Run 1, floorplan with the power grid:
Pins as bars on the die edge.
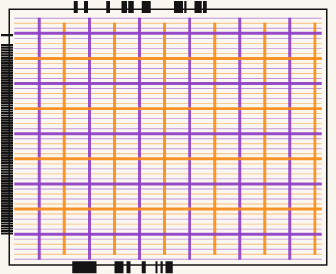
Run 1, cells colored by class:
Scale bar: 50 um.
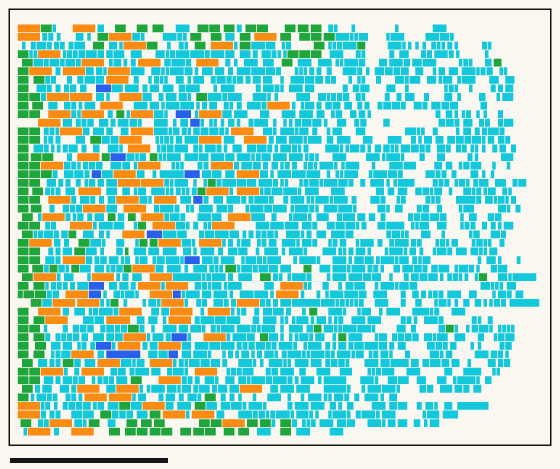
Run 1, metal layers overlaid:
Two of the layers only.
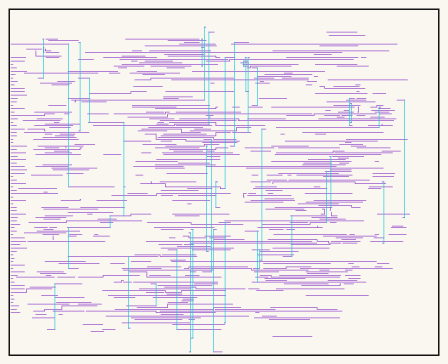
Run 1, clock network drawn from the DEF:
Scale bar: 50 um.
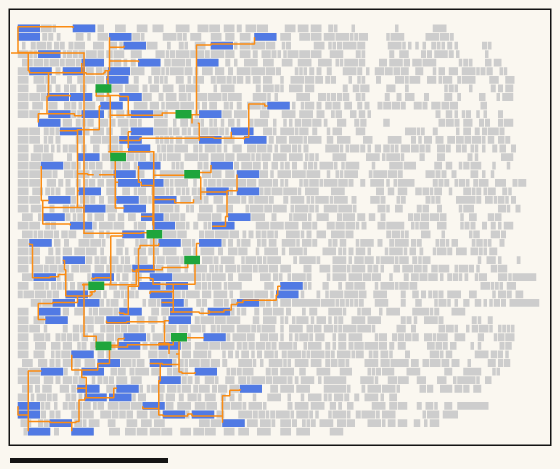
==> src/rtl/alu_muldiv_seq_pkg.sv <==
// Shared constants for the multi-cycle multiply/divide sequencer and the ALU
// it borrows: ALU opcodes, sequencer state encoding and operation select.
package alu_muldiv_seq_pkg;

    // ALU control opcodes (same encoding the EX-stage ALU control emits)
    localparam logic [3:0] ALU_AND = 4'b0000;
    localparam logic [3:0] ALU_OR  = 4'b0001;
    localparam logic [3:0] ALU_ADD = 4'b0010;
    localparam logic [3:0] ALU_SUB = 4'b0110;
    localparam logic [3:0] ALU_SLT = 4'b0111;
    localparam logic [3:0] ALU_NOR = 4'b1100;

    // Sequencer states
    localparam logic [1:0] ST_IDLE = 2'd0;
    localparam logic [1:0] ST_MUL  = 2'd1;
    localparam logic [1:0] ST_DIV  = 2'd2;
    localparam logic [1:0] ST_DONE = 2'd3;

    // Operation select sampled with start
    localparam logic MD_OP_MUL = 1'b0;
    localparam logic MD_OP_DIV = 1'b1;

    // True while an iteration is in progress (the pipeline must stall)
    function automatic logic state_is_busy(input logic [1:0] st);
        return (st == ST_MUL) || (st == ST_DIV);
    endfunction

endpackage

==> src/rtl/alu_muldiv_seq_alu.sv <==
// Single-cycle ALU shared with the EX stage. Purely combinational.
module alu_muldiv_seq_alu
    import alu_muldiv_seq_pkg::*;
#(
    parameter int WIDTH = 32
) (
    input  logic [3:0]       alu_op,
    input  logic [WIDTH-1:0] in1,
    input  logic [WIDTH-1:0] in2,
    output logic [WIDTH-1:0] result,
    output logic             zero
);

    // Opcode decode; unknown opcodes produce zero so nothing floats
    always_comb begin
        result = '0;
        case (alu_op)
            ALU_AND: result = in1 & in2;
            ALU_OR:  result = in1 | in2;
            ALU_ADD: result = in1 + in2;
            ALU_SUB: result = in1 - in2;
            ALU_SLT: result = {{(WIDTH-1){1'b0}}, ($signed(in1) < $signed(in2))};
            ALU_NOR: result = ~(in1 | in2);
            default: result = '0;
        endcase
    end

    assign zero = (result == '0);

endmodule

==> src/rtl/alu_muldiv_seq.sv <==
// Multi-cycle 32-bit unsigned multiply (shift-add) and divide (restoring
// shift-subtract) built around the single-cycle ALU. One ALU operation per
// cycle, 32 iterations. {hi,lo} doubles as the working register pair:
// multiply keeps the partial product in hi and the multiplier in lo,
// divide keeps the remainder in hi and the dividend/quotient in lo.
module alu_muldiv_seq
    import alu_muldiv_seq_pkg::*;
#(
    parameter int WIDTH  = 32,
    parameter int ITER_W = 6
) (
    input  logic             clk,
    input  logic             rst,
    input  logic             start,
    input  logic             op,
    input  logic [WIDTH-1:0] a,
    input  logic [WIDTH-1:0] b,
    output logic             busy,
    output logic             done,
    output logic [WIDTH-1:0] hi,
    output logic [WIDTH-1:0] lo,
    output logic             div_by_zero
);

    logic [1:0]        state_q, state_d;
    logic [ITER_W-1:0] cnt_q, cnt_d;
    logic [WIDTH-1:0]  hi_q, hi_d;
    logic [WIDTH-1:0]  lo_q, lo_d;
    logic [WIDTH-1:0]  opnd_q, opnd_d;   // multiplicand M or divisor D
    logic              dbz_q, dbz_d;

    logic [3:0]        alu_op;
    logic [WIDTH-1:0]  alu_in1;
    logic [WIDTH-1:0]  alu_out;

    logic [WIDTH-1:0]  rs;         // low 32 bits of the shifted remainder
    logic              ovf;        // bit 32 of the shifted remainder
    logic              carry;      // carry out of hi + M
    logic              sub_ok;     // shifted remainder >= D
    logic              last_iter;

    // Divide step: remainder shifted left, pulling in the next dividend bit
    assign rs  = {hi_q[WIDTH-2:0], lo_q[WIDTH-1]};
    assign ovf = hi_q[WIDTH-1];

    // ALU operand/opcode selection; add is the harmless default when idle
    always_comb begin
        alu_op  = ALU_ADD;
        alu_in1 = hi_q;
        if (state_q == ST_DIV) begin
            alu_op  = ALU_SUB;
            alu_in1 = rs;
        end
    end

    alu_muldiv_seq_alu #(
        .WIDTH (WIDTH)
    ) u_alu (
        .alu_op (alu_op),
        .in1    (alu_in1),
        .in2    (opnd_q),
        .result (alu_out),
        .zero   ()
    );

    // An unsigned sum that wrapped is smaller than either addend
    assign carry     = (alu_out < hi_q);
    // A 33-bit remainder with its top bit set always exceeds a 32-bit divisor
    assign sub_ok    = ovf || (rs >= opnd_q);
    assign last_iter = (cnt_q == ITER_W'(WIDTH - 1));

    // Next-state and datapath update for the sequencer
    always_comb begin
        state_d = state_q;
        cnt_d   = cnt_q;
        hi_d    = hi_q;
        lo_d    = lo_q;
        opnd_d  = opnd_q;
        dbz_d   = dbz_q;
        case (state_q)
            ST_IDLE: begin
                if (start) begin
                    cnt_d = '0;
                    dbz_d = 1'b0;
                    if (op == MD_OP_MUL) begin
                        hi_d    = '0;
                        lo_d    = b;
                        opnd_d  = a;
                        state_d = ST_MUL;
                    end else if (b == '0) begin
                        // No iterations: report max quotient, dividend as remainder
                        hi_d    = a;
                        lo_d    = '1;
                        opnd_d  = b;
                        dbz_d   = 1'b1;
                        state_d = ST_DONE;
                    end else begin
                        hi_d    = '0;
                        lo_d    = a;
                        opnd_d  = b;
                        state_d = ST_DIV;
                    end
                end
            end
            ST_MUL: begin
                cnt_d = cnt_q + ITER_W'(1);
                if (lo_q[0]) begin
                    hi_d = {carry, alu_out[WIDTH-1:1]};
                    lo_d = {alu_out[0], lo_q[WIDTH-1:1]};
                end else begin
                    hi_d = {1'b0, hi_q[WIDTH-1:1]};
                    lo_d = {hi_q[0], lo_q[WIDTH-1:1]};
                end
                if (last_iter) begin
                    state_d = ST_DONE;
                end
            end
            ST_DIV: begin
                cnt_d = cnt_q + ITER_W'(1);
                lo_d  = {lo_q[WIDTH-2:0], sub_ok};
                hi_d  = sub_ok ? alu_out : rs;
                if (last_iter) begin
                    state_d = ST_DONE;
                end
            end
            ST_DONE: begin
                // start here is deliberately dropped; the pipeline is still
                // capturing the result
                state_d = ST_IDLE;
            end
            default: begin
                state_d = ST_IDLE;
            end
        endcase
    end

    // State and datapath registers; reset wins over any request
    always_ff @(posedge clk) begin
        if (rst) begin
            state_q <= ST_IDLE;
            cnt_q   <= '0;
            hi_q    <= '0;
            lo_q    <= '0;
            opnd_q  <= '0;
            dbz_q   <= 1'b0;
        end else begin
            state_q <= state_d;
            cnt_q   <= cnt_d;
            hi_q    <= hi_d;
            lo_q    <= lo_d;
            opnd_q  <= opnd_d;
            dbz_q   <= dbz_d;
        end
    end

    assign busy        = state_is_busy(state_q);
    assign done        = (state_q == ST_DONE);
    assign hi          = hi_q;
    assign lo          = lo_q;
    assign div_by_zero = dbz_q;

endmodule

==> config.mk <==
export PLATFORM = sky130hd
export DESIGN_NAME = alu_muldiv_seq
export DESIGN_NICKNAME = d
export VERILOG_FILES = /design/src/rtl/alu_muldiv_seq_pkg.sv /design/src/rtl/alu_muldiv_seq_alu.sv /design/src/rtl/alu_muldiv_seq.sv
export SDC_FILE = /design/constraint.sdc
export NUM_CORES = 1
export LEC_CHECK = 0
export CORE_ASPECT_RATIO = 0.8
export CORE_MARGIN = 2
export CORE_UTILIZATION = 61
export CTS_BUF_LIST = sky130_fd_sc_hd__clkbuf_4 sky130_fd_sc_hd__clkbuf_8
export DETAILED_ROUTE_END_ITERATION = 16
export MAX_ROUTING_LAYER = met4
export PLACE_DENSITY = 0.89
export RECOVER_POWER = 50
export SYNTH_ARGS = -nofsm -noshare
export SYNTH_HDL_FRONTEND = slang
export SYNTH_HIERARCHICAL = 1
export SYNTH_SLANG_ARGS = --single-unit
==> constraint.sdc <==
create_clock -name clk -period 6.7 [get_ports clk]
set_clock_uncertainty 0.1 [all_clocks]
set_input_delay 1.34 -clock clk [delete_from_list [all_inputs] [get_ports clk]]
set_output_delay 1.34 -clock clk [all_outputs]
set_load 0.05 [all_outputs]
==> ci_impl_report.md, run 1 <==
### Flow metrics

| Metric | Value |
|---|---|
| Status | complete, but fails checks |
| Failing checks | capacitance limit, slew limit |
| Worst R2R Path Depth | 19 |
| Final wirelength | between 40000 and 50000 um |
| Reg2reg end | hi[31] |
| Maximum fanout along the worst path | 69 |
| Layout non-clock buf frac | about a tenth |
| Wire length of the first global-routing pass | 75150 um |
| Root Buffer Master | clkbuf_8 |
| Met1 WL | ~21000 um |
| Largest net degree at the start of global routing | approximately 77 |
| Syn. warnings | 6 |
| Share of layout cells above drive strength 1 | slightly below 6% |
| Fin nets | ~2100 |
| Avg Vias per Cell | around 7.0 |
| Post-Syn Area | about 0.014 mm2 |
| Hold path depth | 2 |
| CTS tree | built |
| Combinational share of cell area | roughly two thirds |
| Registers | around 110 |
| Worst Setup SP | state_q[0] |
| Worst path bufs/invs | 2 |
| Setup Viol. Count Final | 0 |
| Fmax achieved | ~160 MHz |
| Max cap viols | 2 |
| Peak per-stage delay on the critical path | slightly above 0.8 ns |
| Max-slew violations | 162 |
| I/O Buffers | between 100 and 150 |
| Actual slew at the worst max-slew pin | 4.895 ns |
| Worst setup margin | around 0.63 ns |
| Fin crit share | between 90 and 100% |
| Tapcells | roughly 300 |
-- 'floorplan with the power grid' (at the start) --
legend:
  VDD:
    color: orange
  VSS:
    color: purple
rows: 48
met5 straps: 9
met1 rails: 49

-- 'cells colored by class' (at the start) --
legend:
  clock drivers and dummy loads:
    color: blue
    cells: 16
    share_of_their_area: 1.4%
  all other logic:
    color: cyan
    cells: 1628
    share_of_their_area: 74%
  flip-flops:
    color: orange
    cells: 105
    share_of_their_area: 14%
  other buffers and delay cells:
    color: green
    cells: 158
    share_of_their_area: 10%

-- 'metal layers overlaid' (at the start) --
legend:
  met4:
    color: cyan
    wire_length: 1020 um
  met3:
    color: purple
    wire_length: 7430 um

-- 'clock network drawn from the DEF' (at the start) --
legend:
  flip-flops:
    color: blue
    count: 105
  cells driving clock nets:
    color: green
    count: 9
  clock wires:
    color: orange
    length: 1290 um
routed clock nets: 10

run 1: placed cells by master, fill, tap and decap left out, types with 24 or more instances in the layout:
cell type,count
a221oi_1,58
a211oi_1,47
dfxtp_1,104
dlygate4sd3_1,53
a22o_1,31
buf_4,24
o21ai_0,122
o22ai_1,44
clkdlybuf4s50_1,79
a211o_1,33
inv_1,165
a21oi_1,160
ha_1,169
mux2i_1,65
nand2_1,141
o21ai_1,55
o31ai_2,28
nor2_1,156
run 1: stage by stage:
step                area [um2]  std cells  utilization, %  hold WS (ns)
CTS                      15220       2207           69.99        0.3943
global route             15210       2207           69.95        0.4193
global placement         15010       2191           69.03        0.3509
finish                   15210       2207           69.95        0.4041
detailed placement       15010       2191           69.03        0.3703
floorplan                13670       1879               -        0.3797
--- run 2 (diff from run 1) ---
--- a/config.mk
+++ b/config.mk
@@ -5,7 +5,7 @@
 export SDC_FILE = /design/constraint.sdc
 export NUM_CORES = 1
 export LEC_CHECK = 0
-export CORE_ASPECT_RATIO = 0.8
+export CAP_MARGIN = 20
 export CORE_MARGIN = 2
 export CORE_UTILIZATION = 61
 export CTS_BUF_LIST = sky130_fd_sc_hd__clkbuf_4 sky130_fd_sc_hd__clkbuf_8
==> run 2 against run 1 <==
The run still ends with capacitance limit, slew limit left. Global-route usage shrank 1.3 points. Setup slack lost 0.16 ns. First-iteration DRC count up 7.4%. Die size barely moved. Register-to-register slack got worse by 0.16 ns. Count of clock-buffer cells in the layout increased by 1.
==> ci_impl_report.md, run 2 <==
### Flow metrics

| Metric | Value |
|---|---|
| Status | complete, but fails checks |
| Failing checks | capacitance limit, slew limit |
| Actual slew at the worst max-slew pin | about 4.8 ns |
| Maximum fanout along the worst path | 34 |
| Max-slew violations | ~160 |
| Most instantiated logic cells after routing | 168 x ha_1, 165 x inv_1, 160 x a21oi_1 |
| Fin crit share | about 93% |
| Avg Vias per Cell | approximately 7 |
| Fmax achieved | ~160 MHz |
| I/O Buffers | roughly 130 |
| Largest net degree at the start of global routing | about 71 |
| Hold path depth | 2 |
| Final wirelength | 48290 um |
| Peak per-stage delay on the critical path | approximately 0.54 ns |
| Post-layout instance area | around 0.015 mm2 |
| Post-DP Area | between 0.01 and 0.015 mm2 |
| Worst Setup SP | state_q[0] |
| Max cap viols | 3 |
| Post-Syn Area | 0.01364 mm2 |
| Wire length of the first global-routing pass | approximately 76000 um |
| Final core utilization | a little over two thirds |
| Top cell excl fill/tap | ha_1 |
| Met1 WL | 20120 um |
| Fin nets | around 2100 |
| Finished Layout Cells | between 2000 and 2500 |
| Root Buffer Master | clkbuf_8 |
## run 2: worst max-delay path by stage
| stage | endpoint | slack [ns] | cells past startpoint |
|---|---|---|---|
| 5_1_grt | hi[31] | 0.1 | 20 |
| 3_5_place_dp | hi[31] | 0.50 | 22 |
| 2_1_floorplan | hi[31] | 1.06 | 26 |
| 3_3_place_gp | hi[31] | 0.52 | 22 |
| 4_1_cts | hi[31] | 0.46 | 23 |
| 6_report | hi[31] | 0.47 | 20 |
## run 2: cell type report
cell class	count	area (um2)
repair buffers	161	1538
flip-flops and latches	105	2103
inverters	167	626.9
clock buffers	10	131.4
fillers	1806	6703
multi-input cells	1461	10380
clock inverters	6	55.05
well taps	280	350.3
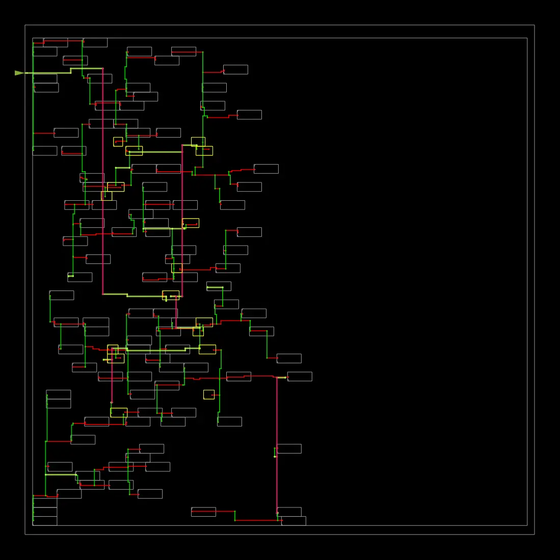
Run 2: clock wiring as the flow saved it
clock tree sinks: 105
Num CTS Buffers: 9
registers: 105

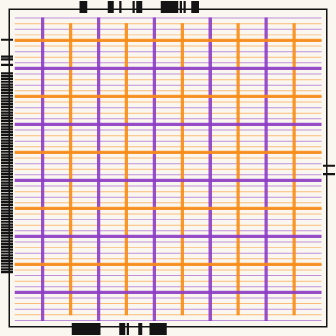
Run 2: floorplan with the power grid
Pins as bars on the die edge.
legend:
  VSS:
    color: purple
  VDD:
    color: orange
signal pins: 135
met4 straps: 10
met1 rails: 55
met5 straps: 10
rows: 54
die height: 153.5 um

